`config.mk`:
```
export PLATFORM = sky130hd
export DESIGN_NAME = ondra_boot_ctrl
export DESIGN_NICKNAME = d
export VERILOG_FILES = /design/src/rtl/ondra_boot_ctrl.sv
export SDC_FILE = /design/constraint.sdc
export NUM_CORES = 1
export LEC_CHECK = 0
export CAP_MARGIN = 40
export CORE_MARGIN = 2
export CORE_UTILIZATION = 45
export CTS_CLUSTER_DIAMETER = 30
export DETAILED_ROUTE_END_ITERATION = 7
export PLACE_DENSITY = 0.77
export SYNTH_ARGS = -nofsm -noshare
export SYNTH_HDL_FRONTEND = slang
export SYNTH_SLANG_ARGS = --single-unit
```
`constraint.sdc`:
```
create_clock -name clk_sys -period 2.8 [get_ports clk_sys]
set_clock_uncertainty 0.2 [all_clocks]
set_input_delay 0.56 -clock clk_sys [delete_from_list [all_inputs] [get_ports clk_sys]]
set_output_delay 0.56 -clock clk_sys [all_outputs]
set_load 0.02 [all_outputs]
```
`src/rtl/ondra_boot_ctrl.sv`:
```
// Power-up sequencer ahead of the Ondra core: waits for PLL lock, reads the scandoubler
// settings byte from SRAM, then hands the SRAM bus to the core and releases its reset.
module ondra_boot_ctrl #(
    parameter logic [18:0] CFG_ADDR        = 19'h08FD5,
    parameter int unsigned SETTLE_CYCLES   = 16,
    parameter int unsigned READ_WAIT       = 2,
    parameter int unsigned RESET_HOLD      = 1024,
    parameter int unsigned DEBOUNCE_CYCLES = 250000,
    parameter logic [7:0]  CFG_DEFAULT     = 8'h00
) (
    input  logic        clk_sys,
    input  logic        reset,
    input  logic        pll_locked,
    input  logic        service_n,
    input  logic [7:0]  sram_data_in,
    input  logic [18:0] core_sram_addr,
    input  logic        core_sram_we,
    output logic [18:0] sram_addr,
    output logic        sram_we,
    output logic [7:0]  scandblr_reg,
    output logic        cfg_valid,
    output logic [1:0]  rom_version,
    output logic        core_reset
);

    localparam int unsigned MAX_SR  = (SETTLE_CYCLES > READ_WAIT) ? SETTLE_CYCLES : READ_WAIT;
    localparam int unsigned CNT_MAX = (MAX_SR > RESET_HOLD) ? MAX_SR : RESET_HOLD;
    localparam int unsigned CW      = (CNT_MAX > 1) ? $clog2(CNT_MAX) : 1;
    localparam int unsigned DW      = (DEBOUNCE_CYCLES > 1) ? $clog2(DEBOUNCE_CYCLES) : 1;

    localparam logic [CW-1:0] SETTLE_LAST = CW'(SETTLE_CYCLES - 1);
    localparam logic [CW-1:0] READ_LAST   = CW'(READ_WAIT - 1);
    localparam logic [CW-1:0] HOLD_LAST   = CW'(RESET_HOLD - 1);
    localparam logic [DW-1:0] DB_LAST     = DW'(DEBOUNCE_CYCLES - 1);

    typedef enum logic [2:0] {
        WAIT_LOCK,
        SETTLE,
        ADDR,
        SAMPLE,
        HOLD,
        RUN
    } state_t;

    state_t        state, state_n;
    logic [CW-1:0] cnt, cnt_n, cnt_inc;
    logic [1:0]    rom_n;
    logic          valid_n;
    logic          load_cfg;

    logic          lock_meta, lock_sync;
    logic          svc_meta, svc_sync, svc_stable;
    logic [DW-1:0] db_cnt;
    logic          press;
    logic          core_owns;

    always_ff @(posedge clk_sys) begin
        if (reset) begin
            lock_meta <= 1'b0;
            lock_sync <= 1'b0;
            svc_meta  <= 1'b1;
            svc_sync  <= 1'b1;
        end else begin
            lock_meta <= pll_locked;
            lock_sync <= lock_meta;
            svc_meta  <= service_n;
            svc_sync  <= svc_meta;
        end
    end

    // Counter runs only while the input disagrees with the stable level; any agreeing sample restarts it.
    always_ff @(posedge clk_sys) begin
        if (reset) begin
            svc_stable <= 1'b1;
            db_cnt     <= '0;
        end else if (svc_sync == svc_stable) begin
            db_cnt <= '0;
        end else if (db_cnt == DB_LAST) begin
            svc_stable <= svc_sync;
            db_cnt     <= '0;
        end else begin
            db_cnt <= db_cnt + 1'b1;
        end
    end

    assign press   = (svc_sync != svc_stable) && (db_cnt == DB_LAST) && !svc_sync;
    assign cnt_inc = (&cnt) ? cnt : cnt + 1'b1;

    always_comb begin
        state_n  = state;
        cnt_n    = cnt_inc;
        rom_n    = rom_version;
        valid_n  = cfg_valid;
        load_cfg = 1'b0;
        case (state)
            WAIT_LOCK: begin
                cnt_n = '0;
                if (lock_sync) state_n = SETTLE;
            end
            SETTLE: if (cnt == SETTLE_LAST) begin
                state_n = ADDR;
                cnt_n   = '0;
            end
            ADDR: if (cnt == READ_LAST) begin
                state_n = SAMPLE;
                cnt_n   = '0;
            end
            SAMPLE: begin
                load_cfg = lock_sync;
                valid_n  = 1'b1;
                state_n  = HOLD;
                cnt_n    = '0;
            end
            HOLD: if (cnt == HOLD_LAST) begin
                state_n = RUN;
                cnt_n   = '0;
            end
            RUN:     cnt_n = '0;
            default: state_n = WAIT_LOCK;
        endcase

        if (press) begin
            rom_n[0] = ~rom_version[0];
            if (state == HOLD || state == RUN) begin
                state_n = HOLD;
                cnt_n   = '0;
            end
        end

        // Lock loss overrides everything above, including a press restart.
        if (!lock_sync && state != WAIT_LOCK) begin
            state_n  = WAIT_LOCK;
            cnt_n    = '0;
            valid_n  = 1'b0;
            load_cfg = 1'b0;
        end
    end

    always_ff @(posedge clk_sys) begin
        if (reset) begin
            state        <= WAIT_LOCK;
            cnt          <= '0;
            scandblr_reg <= CFG_DEFAULT;
            cfg_valid    <= 1'b0;
            rom_version  <= 2'b01;
            core_reset   <= 1'b1;
        end else begin
            state       <= state_n;
            cnt         <= cnt_n;
            cfg_valid   <= valid_n;
            rom_version <= rom_n;
            core_reset  <= (state_n != RUN);
            if (load_cfg) scandblr_reg <= sram_data_in;
        end
    end

    assign core_owns = !reset && (state == HOLD || state == RUN);
    assign sram_addr = core_owns ? core_sram_addr : CFG_ADDR;
    assign sram_we   = core_owns && core_sram_we;

endmodule

```
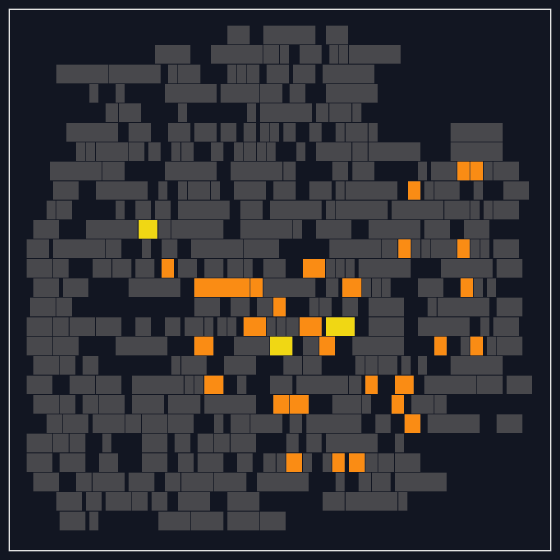
Fig. 1. Gate-type map (run 1).
Yellow shows non-inverting ao/oa cells, cells 3. Orange shows aoi and oai cells, cells 28, most used a21oi_1.

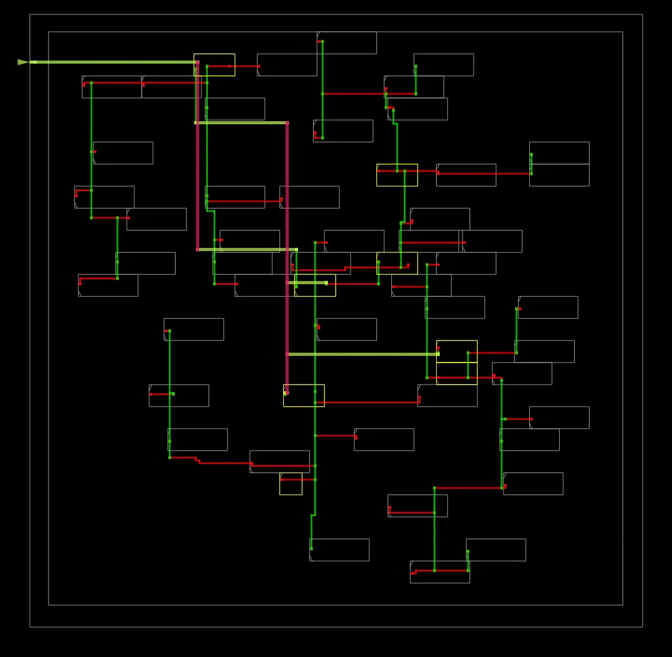
Fig. 2. The clock network (run 1).
registers: 47
CTS sink count: 47
clock buffer count: 7

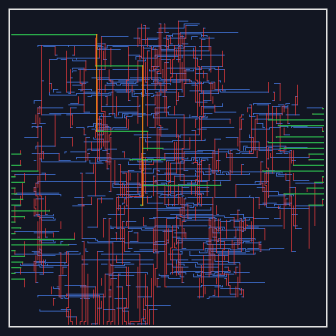
Fig. 3. Routed metal, one colour a layer (run 1).
Red shows M2, wire length 2100 um. Green shows M3, wire length 262 um. Blue shows M1, wire length 2310 um. Orange shows M4, wire length 56.4 um.
GRT Resource Usage Total: 17.1%
routed len/inst: 11.6 um
Vias: 2042
WL final: 4730 um

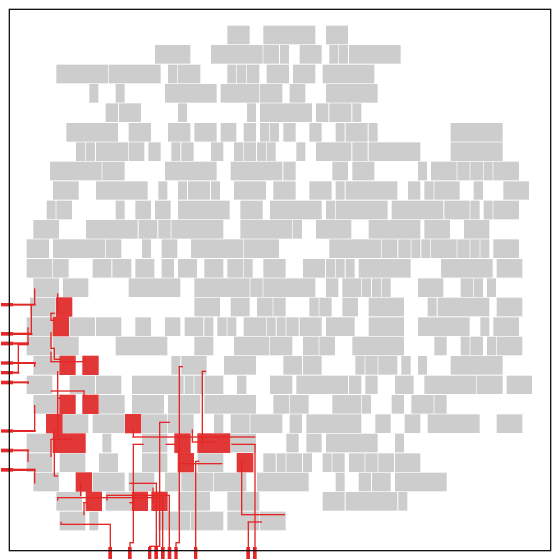
Fig. 4. Wires at chosen ports, followed through buffers (run 1).
Red shows core_sram_addr, bits 19, direction input, end cells 19, buffers 19, wire 308 um.

==> results.cfg, run 1 <==
; synthesis and place-and-route metrics
[yosys]
ys_sh_aoi_pct = 9.28
xor_share_pct = 6.46
ys_sh_mux_pct = 0.868
ys_seq_elements = 47
top_area_share_pct = 40.8
synth_seq_share_pct = 40.8
topCombFamilyByArea = simple AND/OR/NAND/NOR gates

[finish]
layout_top_cell = clkdlybuf4s50_1
num-nets-final = 371
final_area_um2 = 3090
num-fill-cells = 466
area_growth_pct = 34.0
inverters = 8
clk_share_pct = 3.36

[final_timing]
worst_slack_ps = 175
rsz0062_at_grt = no
finalSetupViolCount = 0

[placement]
placed_area_um2 = 2960
dp_worst_setup_slack_ps = -156

[worst_setup_path]
cp_max_fo = 1
reg2reg_slack_ps = 600
worstSetupPathType = input port to primary output
start_kind = input port
path_buffers = 2
crit_cells = 3
crit_arrival_ps = 1870
crit_path_top_delay_cell = clkdlybuf4s50_1

[grt]
grt_pass1_wl_um = 7610
grt_max_degree = 18

[outcome]
status = finished, final reports clean

[power_and_ir_drop]
peakVddDrop_uv = 278
p_clk_uw = 448
seq-power_uw = 677
power_frac_clock_pct = 37.4
p_sw_uw = 252
design_power_total_uw = 1200

[route]
wl_met1_um = 2310
drtPass1Iterations = 4

[worst_hold_path]
worstHoldPathCells = 1

[clock_network]
insertion_delay_ps = 300
--- run 2 (diff from run 1) ---
--- a/config.mk
+++ b/config.mk
@@ -11,6 +11,7 @@
 export CTS_CLUSTER_DIAMETER = 30
 export DETAILED_ROUTE_END_ITERATION = 7
 export PLACE_DENSITY = 0.77
+export SLEW_MARGIN = 20
 export SYNTH_ARGS = -nofsm -noshare
 export SYNTH_HDL_FRONTEND = slang
 export SYNTH_SLANG_ARGS = --single-unit
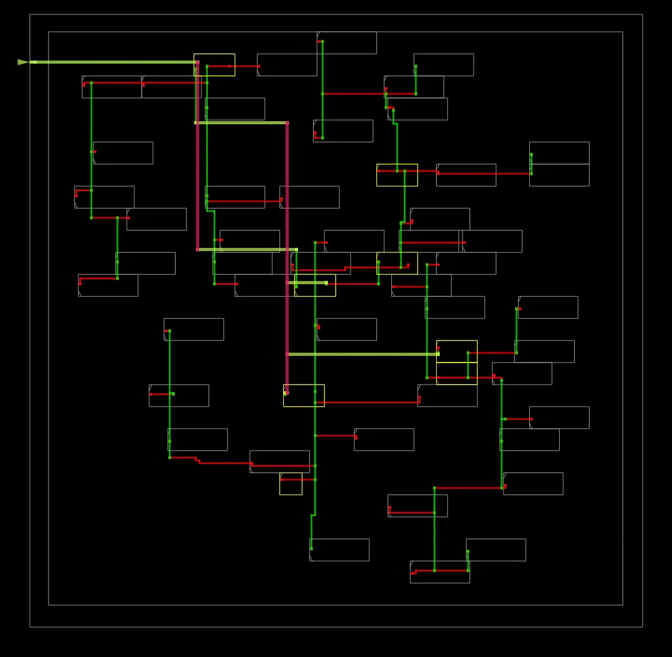
Fig. 5. The clock network (run 2).
clk_lat worst skew: 300 ps
CTS Buf Count: 5
clk pwr: 448 uW

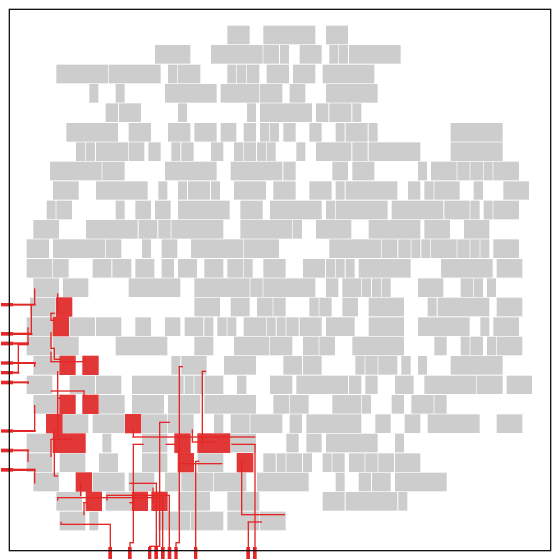
Fig. 6. Wires at chosen ports, followed through buffers (run 2).
Red shows core_sram_addr, bits 19, direction input, end cells 19, buffers 19, wire 308 um.
# port buffers: 62
Ports: 64

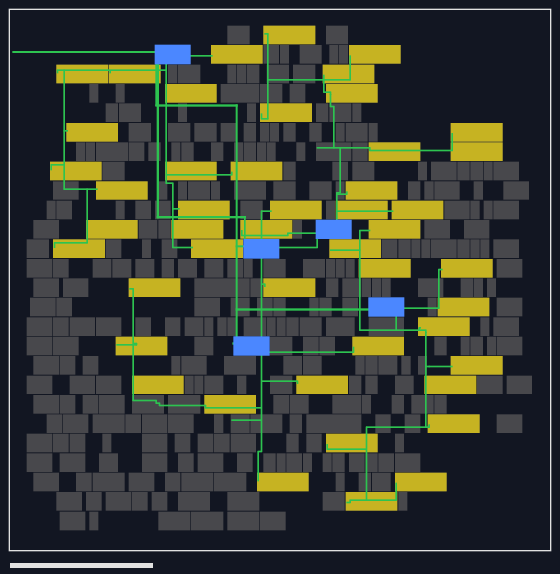
Fig. 7. Clock wires, drivers and flops (run 2).
Bar = 20 um.
Yellow shows flip-flops, count 47. Blue shows clock-net drivers, count 5. Green shows clock wires, length 544 um.
Position of the flops: widely spread. There are 6 routed clock nets.

==> run 2 against run 1 <==
  * Setup slack unchanged
  * Clock power about the same
  * Global-route usage unchanged
  * Synthesized cell count unchanged
  * Largest cell class unchanged
  * Sequential share of layout area unchanged
  * Count of clock-buffer cells in the layout unchanged
  * Non-clock buffer count unchanged
  * Sequential cell count unchanged
==> results.cfg, run 2 <==
; synthesis and place-and-route metrics
[outcome]
status = finished, final reports clean

[die]
tapCellCount = 70
row_count = 26

[route]
wl_met1_um = 2310
routed_wl_um = 4730
wl_per_cell_um = 11.6
vias = 2042
drtPass1Iterations = 4

[yosys]
top_cell = dfxtp_1
top_area_share_pct = 40.8
ys_seq_elements = 47
synth_seq_share_pct = 40.8
topCombFamilyByArea = simple AND/OR/NAND/NOR gates
xor_share_pct = 6.46
ys_sh_mux_pct = 0.868
ys_sh_aoi_pct = 9.28

[finish]
num-fill-cells = 466
area_growth_pct = 34.0
flops = 47
final_area_um2 = 3090
num-nets-final = 371
inverters = 8
nonClkBufAreaFrac_pct = 21.8
largest_reg_flops = 18
flop_area_um2 = 941
layout_top_cell = clkdlybuf4s50_1

[worst_setup_path]
worstSetupPathType = input port to primary output
path_delay_family = buffers and inverters
crit_cells = 3
reg2reg_from = cnt[0]
crit_path_top_delay_cell = clkdlybuf4s50_1
path_buffers = 2
cp_max_fo = 1
reg2reg_slack_ps = 600

[placement]
dp_worst_setup_slack_ps = -156
placed_area_um2 = 2960

[final_timing]
worst_slack_ps = 175
finalSetupViolCount = 0
rsz0062_at_grt = no

[power_and_ir_drop]
design_power_total_uw = 1200
maxPowerGroup = registers
peakVddDrop_uv = 278
seq-power_uw = 677
p_sw_uw = 252

[clock_network]
cts.sinks = 47
cts_tree = yes

[worst_hold_path]
worstHoldPathCells = 1

[grt]
grt_max_degree = 18
grt_antenna_before_repair = 0
grt_util_all_layers_pct = 17.1
Power figures rest on the tool's default switching activity, not on a simulated workload.
